`src/rtl/mem_arbiter_if.sv`:
```
// mem_arbiter_if: requester-side and RAM-side signals of the two-port RAM arbiter.
// The slave modport is the arbiter's view; the master modport is the view of whoever
// drives the requests and models the RAM.
interface mem_arbiter_if;
  // Requester side
  logic [1:0] req;
  logic [1:0] lock;
  logic [1:0] we;
  logic [7:0] addr0;
  logic [7:0] addr1;
  logic [7:0] wdata0;
  logic [7:0] wdata1;
  logic [1:0] gnt;
  logic [1:0] ack;
  logic [7:0] rdata;
  // RAM side
  logic       mem_en;
  logic       mem_we;
  logic [7:0] mem_addr;
  logic [7:0] mem_wdata;
  logic [7:0] mem_rdata;

  modport slave (
    input  req, lock, we, addr0, addr1, wdata0, wdata1, mem_rdata,
    output gnt, ack, rdata, mem_en, mem_we, mem_addr, mem_wdata
  );

  modport master (
    output req, lock, we, addr0, addr1, wdata0, wdata1, mem_rdata,
    input  gnt, ack, rdata, mem_en, mem_we, mem_addr, mem_wdata
  );
endinterface

```
`src/rtl/mem_arbiter.sv`:
```
// mem_arbiter: shares one 8-bit RAM port between the CPU (port 0) and a loader/DMA
// requester (port 1). Accesses are serialised through IDLE -> ISSUE -> [WAIT] -> ACK,
// with round-robin arbitration on contention.
//
// Optional feature: define MEM_ARB_LOCK_EN to let a port holding req+lock chain up to
// MAX_BURST accesses straight from ACK back to ISSUE without an IDLE gap. Without the
// macro the lock inputs are ignored.
//
// A read always spends RD_LAT cycles in WAIT: RAM data becomes valid RD_LAT cycles
// after the mem_en cycle, i.e. in the last WAIT cycle, and is registered into rdata on
// the edge leaving it. This gives ack in cycle 1+RD_LAT+1 after the request cycle.
module mem_arbiter #(
  parameter int unsigned RD_LAT    = 1,  // 1..3
  parameter int unsigned MAX_BURST = 4   // 1..15
) (
  input logic          clk,
  input logic          reset,
  mem_arbiter_if.slave bus
);

  typedef enum logic [1:0] {StIdle, StIssue, StWait, StAck} state_e;

  localparam logic [1:0] WaitLast = 2'(RD_LAT - 1);

  state_e     state_q, state_d;
  logic [1:0] gnt_q, gnt_d;
  logic       we_q, we_d;
  logic [7:0] addr_q, addr_d;
  logic [7:0] wdata_q, wdata_d;
  logic [7:0] rdata_q, rdata_d;
  logic       last_q, last_d;    // port served most recently
  logic [3:0] burst_q, burst_d;  // chained accesses in the current locked burst
  logic [1:0] wait_q, wait_d;    // read latency counter

  logic       win;       // arbitration winner in IDLE
  logic       gp;        // currently granted port
  logic       cap_port;  // port whose command is captured on this edge
  logic       cap_we;
  logic [7:0] cap_addr;
  logic [7:0] cap_wdata;
  logic       chain;     // stay with the granted port for another access

  assign gp = gnt_q[1];

  // Round-robin winner: a lone requester wins, a tie goes to the port not served last.
  always_comb begin
    if (bus.req == 2'b11) begin
      win = ~last_q;
    end else begin
      win = bus.req[1];
    end
  end

  // Command source: the arbitration winner from IDLE, or the same port when chaining.
  always_comb begin
    cap_port  = (state_q == StAck) ? gp : win;
    cap_we    = bus.we[cap_port];
    cap_addr  = cap_port ? bus.addr1 : bus.addr0;
    cap_wdata = cap_port ? bus.wdata1 : bus.wdata0;
  end

`ifdef MEM_ARB_LOCK_EN
  localparam logic [3:0] BurstLast = 4'(MAX_BURST - 1);

  // Chain only while the granted port keeps req+lock and has burst budget left.
  always_comb begin
    chain = bus.req[gp] & bus.lock[gp] & (burst_q < BurstLast);
  end
`else
  logic unused_lock;

  // Lock is ignored in this build; every access returns through IDLE.
  always_comb begin
    chain = 1'b0;
  end
  assign unused_lock = ^{bus.lock, burst_q};
`endif

  // Next-state and datapath updates of the access sequencer.
  always_comb begin
    state_d = state_q;
    gnt_d   = gnt_q;
    we_d    = we_q;
    addr_d  = addr_q;
    wdata_d = wdata_q;
    rdata_d = rdata_q;
    last_d  = last_q;
    burst_d = burst_q;
    wait_d  = wait_q;
    unique case (state_q)
      StIdle: begin
        burst_d = '0;
        if (|bus.req) begin
          state_d = StIssue;
          gnt_d   = cap_port ? 2'b10 : 2'b01;
          we_d    = cap_we;
          addr_d  = cap_addr;
          wdata_d = cap_wdata;
        end
      end
      StIssue: begin
        wait_d  = '0;
        state_d = we_q ? StAck : StWait;
      end
      StWait: begin
        wait_d = wait_q + 2'd1;
        if (wait_q == WaitLast) begin
          rdata_d = bus.mem_rdata;
          state_d = StAck;
        end
      end
      StAck: begin
        last_d = gp;
        if (chain) begin
          state_d = StIssue;
          burst_d = burst_q + 4'd1;
          we_d    = cap_we;
          addr_d  = cap_addr;
          wdata_d = cap_wdata;
        end else begin
          state_d = StIdle;
          gnt_d   = '0;
          burst_d = '0;
        end
      end
      default: begin
        state_d = StIdle;
      end
    endcase
  end

  // State and datapath registers; an asynchronous reset drops any access in flight.
  always_ff @(posedge clk or negedge reset) begin
    if (!reset) begin
      state_q <= StIdle;
      gnt_q   <= '0;
      we_q    <= 1'b0;
      addr_q  <= '0;
      wdata_q <= '0;
      rdata_q <= '0;
      last_q  <= 1'b1;
      burst_q <= '0;
      wait_q  <= '0;
    end else begin
      state_q <= state_d;
      gnt_q   <= gnt_d;
      we_q    <= we_d;
      addr_q  <= addr_d;
      wdata_q <= wdata_d;
      rdata_q <= rdata_d;
      last_q  <= last_d;
      burst_q <= burst_d;
      wait_q  <= wait_d;
    end
  end

  // Outputs: the command registers drive the RAM directly and hold between accesses.
  assign bus.gnt       = gnt_q;
  assign bus.ack       = (state_q == StAck) ? gnt_q : 2'b00;
  assign bus.rdata     = rdata_q;
  assign bus.mem_en    = (state_q == StIssue);
  assign bus.mem_we    = we_q;
  assign bus.mem_addr  = addr_q;
  assign bus.mem_wdata = wdata_q;

endmodule

```
`src/flat_wrapper.sv`:
```
// flat-port wrapper written by rule: the top's interface ports become plain ports
module mem_arbiter_flat 
#(
  parameter int unsigned RD_LAT    = 1,         
  parameter int unsigned MAX_BURST = 4           
)
  (clk, reset, bus_req, bus_lock, bus_we, bus_addr0, bus_addr1, bus_wdata0, bus_wdata1, bus_mem_rdata, bus_gnt, bus_ack, bus_rdata, bus_mem_en, bus_mem_we, bus_mem_addr, bus_mem_wdata);
  mem_arbiter_if bus_i ();
  input logic clk;
  input logic reset;
  input wire logic [$bits(bus_i.req)-1:0] bus_req;
  input wire logic [$bits(bus_i.lock)-1:0] bus_lock;
  input wire logic [$bits(bus_i.we)-1:0] bus_we;
  input wire logic [$bits(bus_i.addr0)-1:0] bus_addr0;
  input wire logic [$bits(bus_i.addr1)-1:0] bus_addr1;
  input wire logic [$bits(bus_i.wdata0)-1:0] bus_wdata0;
  input wire logic [$bits(bus_i.wdata1)-1:0] bus_wdata1;
  input wire logic [$bits(bus_i.mem_rdata)-1:0] bus_mem_rdata;
  output wire logic [$bits(bus_i.gnt)-1:0] bus_gnt;
  output wire logic [$bits(bus_i.ack)-1:0] bus_ack;
  output wire logic [$bits(bus_i.rdata)-1:0] bus_rdata;
  output wire logic [$bits(bus_i.mem_en)-1:0] bus_mem_en;
  output wire logic [$bits(bus_i.mem_we)-1:0] bus_mem_we;
  output wire logic [$bits(bus_i.mem_addr)-1:0] bus_mem_addr;
  output wire logic [$bits(bus_i.mem_wdata)-1:0] bus_mem_wdata;
  assign bus_i.req = bus_req;
  assign bus_i.lock = bus_lock;
  assign bus_i.we = bus_we;
  assign bus_i.addr0 = bus_addr0;
  assign bus_i.addr1 = bus_addr1;
  assign bus_i.wdata0 = bus_wdata0;
  assign bus_i.wdata1 = bus_wdata1;
  assign bus_i.mem_rdata = bus_mem_rdata;
  assign bus_gnt = bus_i.gnt;
  assign bus_ack = bus_i.ack;
  assign bus_rdata = bus_i.rdata;
  assign bus_mem_en = bus_i.mem_en;
  assign bus_mem_we = bus_i.mem_we;
  assign bus_mem_addr = bus_i.mem_addr;
  assign bus_mem_wdata = bus_i.mem_wdata;
  mem_arbiter #(.RD_LAT(RD_LAT), .MAX_BURST(MAX_BURST)) u_core (.clk(clk), .reset(reset), .bus(bus_i));
endmodule
```
`config.mk`:
```
export PLATFORM = sky130hd
export DESIGN_NAME = mem_arbiter_flat
export DESIGN_NICKNAME = d
export VERILOG_FILES = /design/src/rtl/mem_arbiter_if.sv /design/src/rtl/mem_arbiter.sv /design/src/flat_wrapper.sv
export SDC_FILE = /design/constraint.sdc
export NUM_CORES = 1
export LEC_CHECK = 0
export CAP_MARGIN = 10
export CORE_MARGIN = 2
export CORE_UTILIZATION = 41
export CTS_BUF_LIST = sky130_fd_sc_hd__clkbuf_8
export DETAILED_ROUTE_END_ITERATION = 7
export GPL_TIMING_DRIVEN = 0
export PLACE_DENSITY = 0.91
export SLEW_MARGIN = 20
export SYNTH_ARGS = -nofsm -noshare
export SYNTH_HDL_FRONTEND = slang
export SYNTH_SLANG_ARGS = --single-unit
```
`constraint.sdc`:
```
create_clock -name clk -period 2 [get_ports clk]
set_input_delay 0.6 -clock clk [delete_from_list [all_inputs] [get_ports clk]]
set_output_delay 0.6 -clock clk [all_outputs]
set_load 0.02 [all_outputs]
```
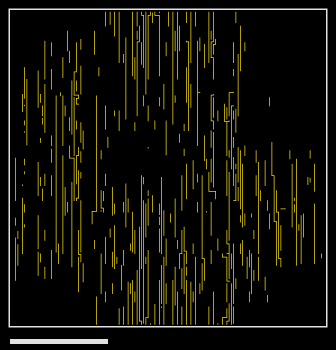
*Signal wires on met2*
The bar under the picture is 20 microns long.
nets with wire on the layer: 233
share of all routed wire: 51%

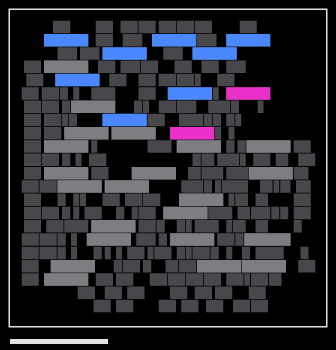
*Sequential cells coloured by netlist name*
The bar under the picture is 20 microns long.
legend:
  magenta:
    name_in_the_netlist: u_core.wait_q
    sequential_cells: 2
  blue:
    name_in_the_netlist: u_core.bus.rdata
    sequential_cells: 8

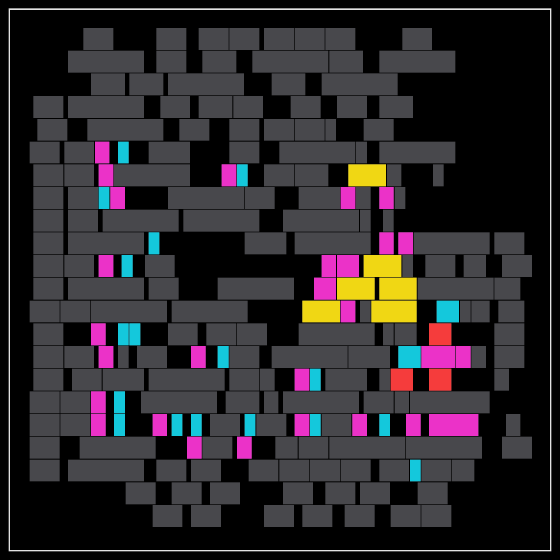
*Gate-type map*
legend:
  magenta:
    family: inverting AOI/OAI gates
    cells: 28
    most_used: a21oi_1
  yellow:
    family: adder and majority cells
    cells: 6
    most_used: ha_1
  cyan:
    family: NOR gates
    cells: 19
    most_used: nor2_1
  red:
    family: AND-OR and OR-AND gates
    cells: 3
    most_used: a21o_1

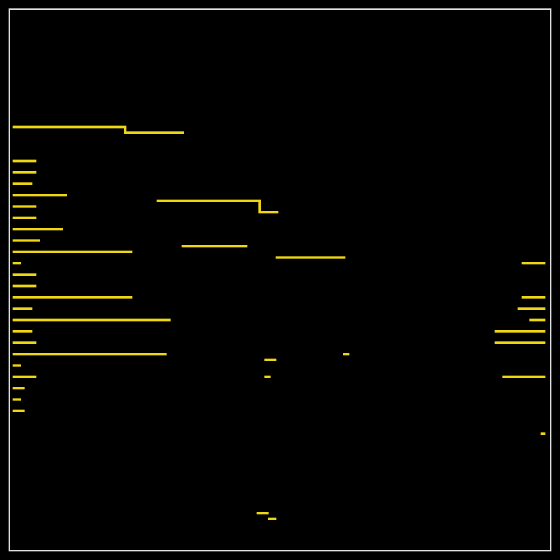
*M3 wires*
main direction: horizontal
share of all routed wire: 5.8%
nets with wire on the layer: 35

==> job_summary.md <==
### Metrics collected by this job

| Metric | Value |
|---|---|
| Clock sink total | `32` |
| Vias | `~1300` |
| RSZ-0062 raised after global routing | `no` |
| Sw Ratio | `0.386` |
| Num CTS Buffers | `5` |
| HP Class | `input port to async pin` |
| Comb area share | `0.273` |
| Max Cap Viol | `0` |
| Crit path kind | `register to output pin` |
| Most frequent cells in the layout | `clkdlybuf4s50_1 (71), dfrtp_1 (31), mux2i_1 (19)` |
| Die Size | `approximately 4200 sq um` |
| Worst r2r dst | `u_core.bus.mem_addr[1]` |
| Top cells by count | `dfrtp_1 (31), mux2i_1 (19), a21oi_1 (18)` |
| Met2 Use GR | `0.314` |
| Largest net degree at the start of global routing | `33` |
| Final clock skew | `between 1.5 and 2 ps` |
| Critical Path Source | `u_core.state_q[1]` |
| M1 WL | `~1.4 mm` |
| Status | `completed` |
| Inverters | `6` |
| DIE WIDTH | `64.7 microns` |
| Placer Congestion | `roughly 0.74` |
| Reg-to-reg slack, setup | `200 ps` |
| Uppermost layer routed | `met4` |
| Most frequent cell after synthesis | `dfrtp_1` |
| Latency at later pin | `270 ps` |
| Longest Clk Path Bufs | `2` |
| GR Overflow Total | `0` |
| Root buffer cell | `clkbuf_8` |
| Xor+xnor area frac | `0` |
| Post-synth EDFFs | `0` |
| Total GRT Usage | `0.177` |
| Dominant logic cell type in the layout | `clkdlybuf4s50_1` |
| Most Used Layer, Global Route | `met2` |
| Antenna violations before repair | `0` |
| CP endpoint kind | `output pin` |
==> worst max-delay path: stages (launching register included) <==
cell and delay [ps]:
dfrtp_1 400, inv_1 120, ha_1 200, dlygate4sd2_1 340
==> flip-flops by register name, indices dropped and copies added (netlist names) <==
register              flops
u_core.bus.rdata          8
u_core.bus.gnt            2
u_core.bus.mem_wdata      8
u_core.state_q            2
u_core.bus.mem_we         1
u_core.bus.mem_addr       8
u_core.wait_q             2
u_core.last_q             1
==> through the flow <==
step	util	total power (uW)	setup WS, ps	cell area [sq um]	hold slack (ps)
2_1_floorplan	-	2330	256	1510	304
3_3_place_gp	0.643	3130	-313	2320	486
3_5_place_dp	0.642	3190	-342	2310	495
4_1_cts	0.672	3710	27.5	2420	388
5_1_grt	0.673	3960	6.32	2430	419
6_report	0.673	3680	67.9	2430	371
Power is estimated from default activity; no workload was simulated.
